--- src/rtl/column_mask_capture_if.sv ---
// Pixel-stream and mask-publish signals between the video source and column_mask_capture.
// The master drives pixels and frame control; the slave (capture block) returns the mask.
interface column_mask_capture_if #(
    parameter int unsigned ROWS = 480
);
    logic            frame_start;
    logic [9:0]      col_sel;
    logic            pix_valid;
    logic [9:0]      pix_x;
    logic [9:0]      pix_y;
    logic [23:0]     pix_rgb;
    logic [ROWS-1:0] mask_out;
    logic [9:0]      hit_count;
    logic            mask_valid;
    logic            frame_dropped;

    modport master (
        output frame_start, col_sel, pix_valid, pix_x, pix_y, pix_rgb,
        input  mask_out, hit_count, mask_valid, frame_dropped
    );

    modport slave (
        input  frame_start, col_sel, pix_valid, pix_x, pix_y, pix_rgb,
        output mask_out, hit_count, mask_valid, frame_dropped
    );
endinterface

--- src/rtl/column_mask_capture.sv ---
// Builds a per-row colour-hit mask for one selected column and publishes it once per frame
// together with its population count.
module column_mask_capture #(
    parameter int unsigned ROWS  = 480,
    parameter int unsigned COLS  = 640,
    parameter logic [7:0]  R_MIN = 8'hC0,
    parameter logic [7:0]  G_MAX = 8'h40,
    parameter logic [7:0]  B_MAX = 8'h40
) (
    input logic                   Clk,
    input logic                   Reset,
    column_mask_capture_if.slave  bus
);
    localparam int unsigned YW     = $clog2(ROWS);
    localparam logic [9:0]  LAST_X = 10'(COLS - 1);
    localparam logic [9:0]  LAST_Y = 10'(ROWS - 1);
    localparam logic [9:0]  ROWS_W = 10'(ROWS);

    typedef enum logic [1:0] {StIdle, StCapture, StPublish} state_e;

    state_e          state_q, state_d;
    logic [ROWS-1:0] shadow_q, shadow_d;
    logic [9:0]      count_q, count_d;
    logic [9:0]      col_q, col_d;
    logic [ROWS-1:0] mask_q, mask_d;
    logic [9:0]      hit_q, hit_d;
    logic            valid_q, valid_d;
    logic            dropped_q, dropped_d;

    logic            colour_ok;
    logic            qualify;
    logic            last_pix;
    logic [YW-1:0]   row_idx;

    assign colour_ok = (bus.pix_rgb[23:16] >= R_MIN) && (bus.pix_rgb[15:8] < G_MAX) &&
                       (bus.pix_rgb[7:0] < B_MAX);
    // Row bound check also keeps row_idx in range of the shadow vector.
    assign qualify   = bus.pix_valid && (bus.pix_x == col_q) && (bus.pix_y < ROWS_W) &&
                       colour_ok;
    assign last_pix  = bus.pix_valid && (bus.pix_x == LAST_X) && (bus.pix_y == LAST_Y);
    assign row_idx   = bus.pix_y[YW-1:0];

    always_comb begin
        state_d   = state_q;
        shadow_d  = shadow_q;
        count_d   = count_q;
        col_d     = col_q;
        mask_d    = mask_q;
        hit_d     = hit_q;
        valid_d   = 1'b0;
        dropped_d = 1'b0;
        unique case (state_q)
            StIdle: begin
                if (bus.frame_start) begin
                    col_d    = bus.col_sel;
                    shadow_d = '0;
                    count_d  = '0;
                    state_d  = StCapture;
                end
            end
            StCapture: begin
                if (bus.frame_start) begin
                    // Truncated frame: restart capture, leave the published mask alone.
                    dropped_d = 1'b1;
                    col_d     = bus.col_sel;
                    shadow_d  = '0;
                    count_d   = '0;
                end else begin
                    if (qualify && !shadow_q[row_idx]) begin
                        shadow_d[row_idx] = 1'b1;
                        count_d           = count_q + 10'd1;
                    end
                    if (last_pix) begin
                        state_d = StPublish;
                    end
                end
            end
            StPublish: begin
                mask_d  = shadow_q;
                hit_d   = count_q;
                valid_d = 1'b1;
                if (bus.frame_start) begin
                    col_d    = bus.col_sel;
                    shadow_d = '0;
                    count_d  = '0;
                    state_d  = StCapture;
                end else begin
                    state_d = StIdle;
                end
            end
            default: state_d = StIdle;
        endcase
    end

    always_ff @(posedge Clk) begin
        if (Reset) begin
            state_q   <= StIdle;
            shadow_q  <= '0;
            count_q   <= '0;
            col_q     <= '0;
            mask_q    <= '0;
            hit_q     <= '0;
            valid_q   <= 1'b0;
            dropped_q <= 1'b0;
        end else begin
            state_q   <= state_d;
            shadow_q  <= shadow_d;
            count_q   <= count_d;
            col_q     <= col_d;
            mask_q    <= mask_d;
            hit_q     <= hit_d;
            valid_q   <= valid_d;
            dropped_q <= dropped_d;
        end
    end

    assign bus.mask_out      = mask_q;
    assign bus.hit_count     = hit_q;
    assign bus.mask_valid    = valid_q;
    assign bus.frame_dropped = dropped_q;
endmodule
--- src/flat_wrapper.sv ---
// flat-port wrapper written by rule: the top's interface ports become plain ports
module column_mask_capture_flat 
#(
    parameter int unsigned ROWS  = 480,
    parameter int unsigned COLS  = 640,
    parameter logic [7:0]  R_MIN = 8'hC0,
    parameter logic [7:0]  G_MAX = 8'h40,
    parameter logic [7:0]  B_MAX = 8'h40
)
  (Clk, Reset, bus_frame_start, bus_col_sel, bus_pix_valid, bus_pix_x, bus_pix_y, bus_pix_rgb, bus_mask_out, bus_hit_count, bus_mask_valid, bus_frame_dropped);
  column_mask_capture_if #(.ROWS(ROWS)) bus_i ();
  input logic Clk;
  input logic Reset;
  input wire logic [$bits(bus_i.frame_start)-1:0] bus_frame_start;
  input wire logic [$bits(bus_i.col_sel)-1:0] bus_col_sel;
  input wire logic [$bits(bus_i.pix_valid)-1:0] bus_pix_valid;
  input wire logic [$bits(bus_i.pix_x)-1:0] bus_pix_x;
  input wire logic [$bits(bus_i.pix_y)-1:0] bus_pix_y;
  input wire logic [$bits(bus_i.pix_rgb)-1:0] bus_pix_rgb;
  output wire logic [$bits(bus_i.mask_out)-1:0] bus_mask_out;
  output wire logic [$bits(bus_i.hit_count)-1:0] bus_hit_count;
  output wire logic [$bits(bus_i.mask_valid)-1:0] bus_mask_valid;
  output wire logic [$bits(bus_i.frame_dropped)-1:0] bus_frame_dropped;
  assign bus_i.frame_start = bus_frame_start;
  assign bus_i.col_sel = bus_col_sel;
  assign bus_i.pix_valid = bus_pix_valid;
  assign bus_i.pix_x = bus_pix_x;
  assign bus_i.pix_y = bus_pix_y;
  assign bus_i.pix_rgb = bus_pix_rgb;
  assign bus_mask_out = bus_i.mask_out;
  assign bus_hit_count = bus_i.hit_count;
  assign bus_mask_valid = bus_i.mask_valid;
  assign bus_frame_dropped = bus_i.frame_dropped;
  column_mask_capture #(.ROWS(ROWS), .COLS(COLS), .R_MIN(R_MIN), .G_MAX(G_MAX), .B_MAX(B_MAX)) u_core (.Clk(Clk), .Reset(Reset), .bus(bus_i));
endmodule
--- config.mk ---
export PLATFORM = sky130hd
export DESIGN_NAME = column_mask_capture_flat
export DESIGN_NICKNAME = d
export VERILOG_FILES = /design/src/rtl/column_mask_capture_if.sv /design/src/rtl/column_mask_capture.sv /design/src/flat_wrapper.sv
export SDC_FILE = /design/constraint.sdc
export NUM_CORES = 2
export LEC_CHECK = 0
export ABC_AREA = 1
export CAP_MARGIN = 10
export CORE_MARGIN = 5
export CORE_UTILIZATION = 50
export DETAILED_ROUTE_END_ITERATION = 8
export MAX_ROUTING_LAYER = met4
export PLACE_DENSITY = 0.89
export SLEW_MARGIN = 20
export SYNTH_ARGS = -nofsm -noshare
export SYNTH_HDL_FRONTEND = slang
export SYNTH_SLANG_ARGS = --single-unit
--- constraint.sdc ---
create_clock -name Clk -period 2.4 [get_ports Clk]
set_input_delay 0.24 -clock Clk [delete_from_list [all_inputs] [get_ports Clk]]
set_output_delay 0.24 -clock Clk [all_outputs]
set_load 0.03 [all_outputs]
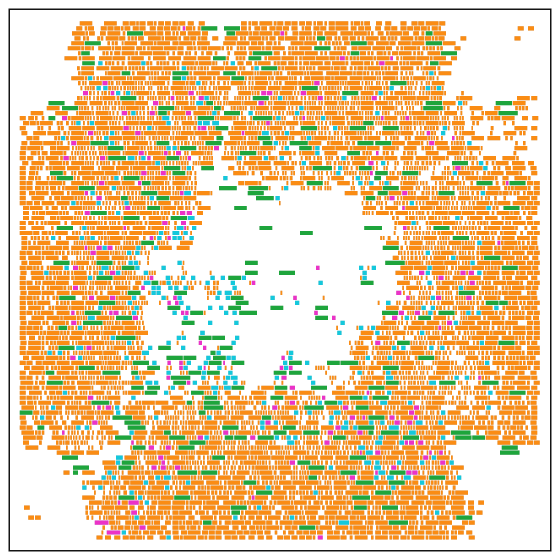
Figure 1: cell sizes after repair.
cyan -> drive 3 to 4  # cells 349, share 5.4%, most used buf_4
magenta -> drive 2  # cells 187, share 2.9%, most used a21oi_2
orange -> drive 1 or less  # cells 5642, share 88%, most used nand2_1
green -> drive 6 and up  # cells 260, share 4.0%, most used clkbuf_16

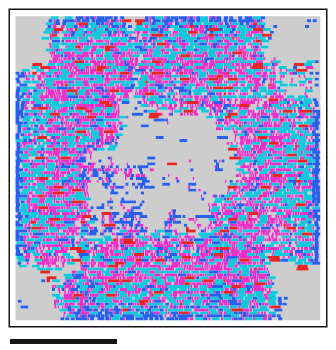
Figure 2: cell classes on the final placement.
Scale bar: 100 µm. Fill, decap, tap and diode cells in gray.
cyan -> flip-flops  # cells 994, share of their area 38%
red -> clock drivers and dummy loads  # cells 180, share of their area 6.6%
magenta -> all other logic  # cells 4310, share of their area 37%
blue -> other buffers and delay cells  # cells 954, share of their area 19%
cell area after layout: 54000 µm²
Site Rows: 104
Core Box Area: 80300 µm²
Seq/total area: 36.9%

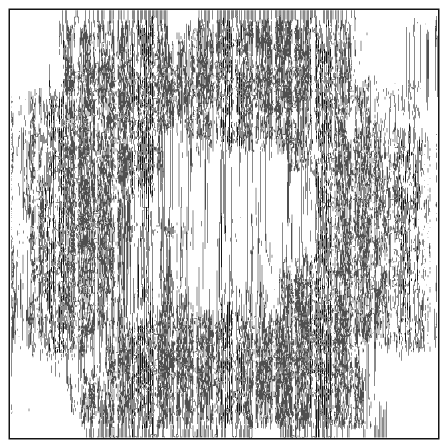
Figure 3: signal wires on met2.
nets with wire on the layer = 5366
share of all routed wire = 44%
wire length on this layer = 70.6 mm
main direction = vertical
total routed wirelength: 160000 µm
via count: 43400

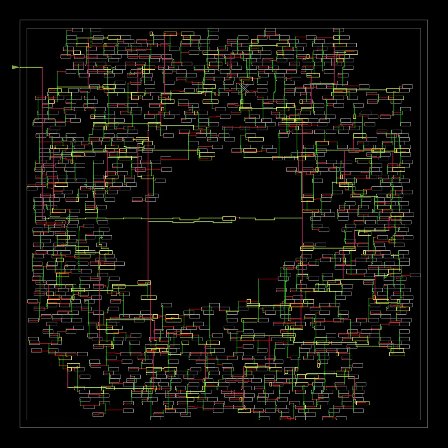
Figure 4: clock routing.
flop count: 994
CTS Buf Count: 97
Late-Pin Clk Latency: 0.69 ns
Post-Route Skew: 0.0487 ns

==> metrics.yaml <==
status: "complete, but fails checks"
violations: "DRC, setup timing"
drt_pre_antenna_iters: 9
use_met1_pct: 41.8
power.leakage_nw: 19.9
ys_top_cells_by_area: "dfxtp_1, nand2_1, a21oi_1"
h-tree-depth: 3
finalClockPeriodUsage_pct: 118
setup.worst_path.class: "flop to flop"
final-nonclk-buf-share_pct: 18.6
syn_avg_cell_area_um2: 7.03
internal_power_mw: 26.9
min_to: "u_core.col_q[6]"
holdCritStartpoint: "bus_col_sel[6]"
startpoint: "u_core.shadow_q[280]"
hold_violations: 0
fill_cells: 5740
seq_area_um2: 19900
endpoint: "u_core.shadow_q[237]"
power_switching_mw: 8.23
slew_headroom_pct: 39.1
netlist-cell-type-count: 27
maxPowerGroup: "the clock network"
cpPeakStageDelay_ns: 0.38
hold_class: "input pin to flop"
ys_seq_share_pct: 49.3
ant_nets: 0
clock_path_buffers: 3
ctsRootBufferMaster: "clkbuf_16"
top_layer: "met4"
cp.depth: 21
fp_util_pct: 50.3
drc: 2
gr-total-overflow: 0
layout_min_cycle_time_ns: 2.82
path_buffers: 5
worstPathArrival_ns: 3.37
dominant_cells: "flip-flops and latches"
fin_cells: 7505
area_share_clock_buf_inv_pct: 6.44
grt_max_degree: 123
fin_util_pct: 67.2
holdPathStages: 3
tightest_slew_ns: 0.910
io_pins: 550
warnings: 49
p_sw_share_pct: 23.4
port_buffers: 531
die_h_um: 294
synth_cells: 5747
n_all_buffers: 954
clkTransAtPathRegs_ns: 0.07
ys_sh_mux_pct: 0
yosysWarningCount: 0
path_max_fanout: 15
yosys.area_share.xor_xnor_pct: 0.130
fin_hold_ws_ns: 0.215
adder_share_pct: 0.0310
pwr-share-clk_pct: 47.6
setup_slack_ns: -0.422
power_mw: 35.1
drv_cap: 0
ff2ff_path_depth: 21
worst_setup_path_end_kind: "flop"
cts_resized: 74
ir_drop_mv: 0.612
antennaDiodeCount: 7
fp_nets: 5806
grt.busiest_layer: "met2"
top_cell: "nand2_1"
vias_per_cell: 5.78
cp_slowest_cell: "o21ai_1"
top_logic_kind: "AND-OR/OR-AND gates"
cts_tree: "yes"
dpl_worst_slack_ns: -0.911
seq-power_mw: 16.5
cts_setup_buffers: 13
wl_met3_um: 19100
final_nets: 6416
syn2layout_area_growth_pct: 33.7
seqPwrFrac_pct: 47.1
tap_cells: 1060
rsz0062_at_grt: "yes"
p_comb_mw: 1.89
p_clk_mw: 16.7
gr-usage-met3_pct: 7.04
drive_above_1_share_pct: 12.4
grt_pass1_vias: 40100
place_inst: 7278
crit_family: "simple AND/OR/NAND/NOR gates"
timing.rr.end: "u_core.shadow_q[237]"
die-area_um2: 86600
synthesis.area_um2: 40400
hold_buffers: 0
num-multi-input-gates: 3791
inverters: 519
grt_pass1_wl_um: 228000
tns_ns: -139.69
final-max-slew-violation-count: 0
compound_area_share_pct: 20.6
wl_met2_um: 70600
ys_ff: 994
die_w_um: 294
crit_chain: "inv_1 > o21ai_1 > nand2_1 > nand2_1 > nand2_1 > nand2_1 > nor2_1 > nor2_1 > nor2_1 > nand2_1 > nand2_2 > nand2_1 > nor2_1 > nand2_1 > nand2_4 > buf_12 > buf_12 > buf_12 > buf_12 > nand2_1 > a21oi_2"
place_area_um2: 48800
cp_common_cell: "nand2_1"
gr-usage-all-layers_pct: 34.3
final_common_cell: "nand2_1"
synth-edff-count: 0
wl_met1_um: 57700
top_area_cell: "dfxtp_1"
final_cell_mix: "nand2_1, dfxtp_1, a21oi_1, o21ai_0, nor2_1"
clockBufferCount: 128
grt_antenna_before_repair: 6
ys_cells: 5747
ff2ff_setup_slack_ns: -0.42
top_cells_by_count: "nand2_1, dfxtp_1, a21oi_1, o21ai_0, nor2_1"
p_comb_share_pct: 5.4
powerDensity_nw_per_um2: 651
clock-sinks: 994
top_cell_area_share_pct: 49.3
crit_required_ns: 2.95
setup_viol: 490
r2r_start: "u_core.shadow_q[280]"
simple_gate_share_pct: 19.9
synthArstFlopShare_pct: 0
max_freq_mhz: 354
gp_congestion: 0.906
mi_logic_area_um2: 17300
initialDrtViolationCount: 7120
Power and IR drop assume default switching activity.
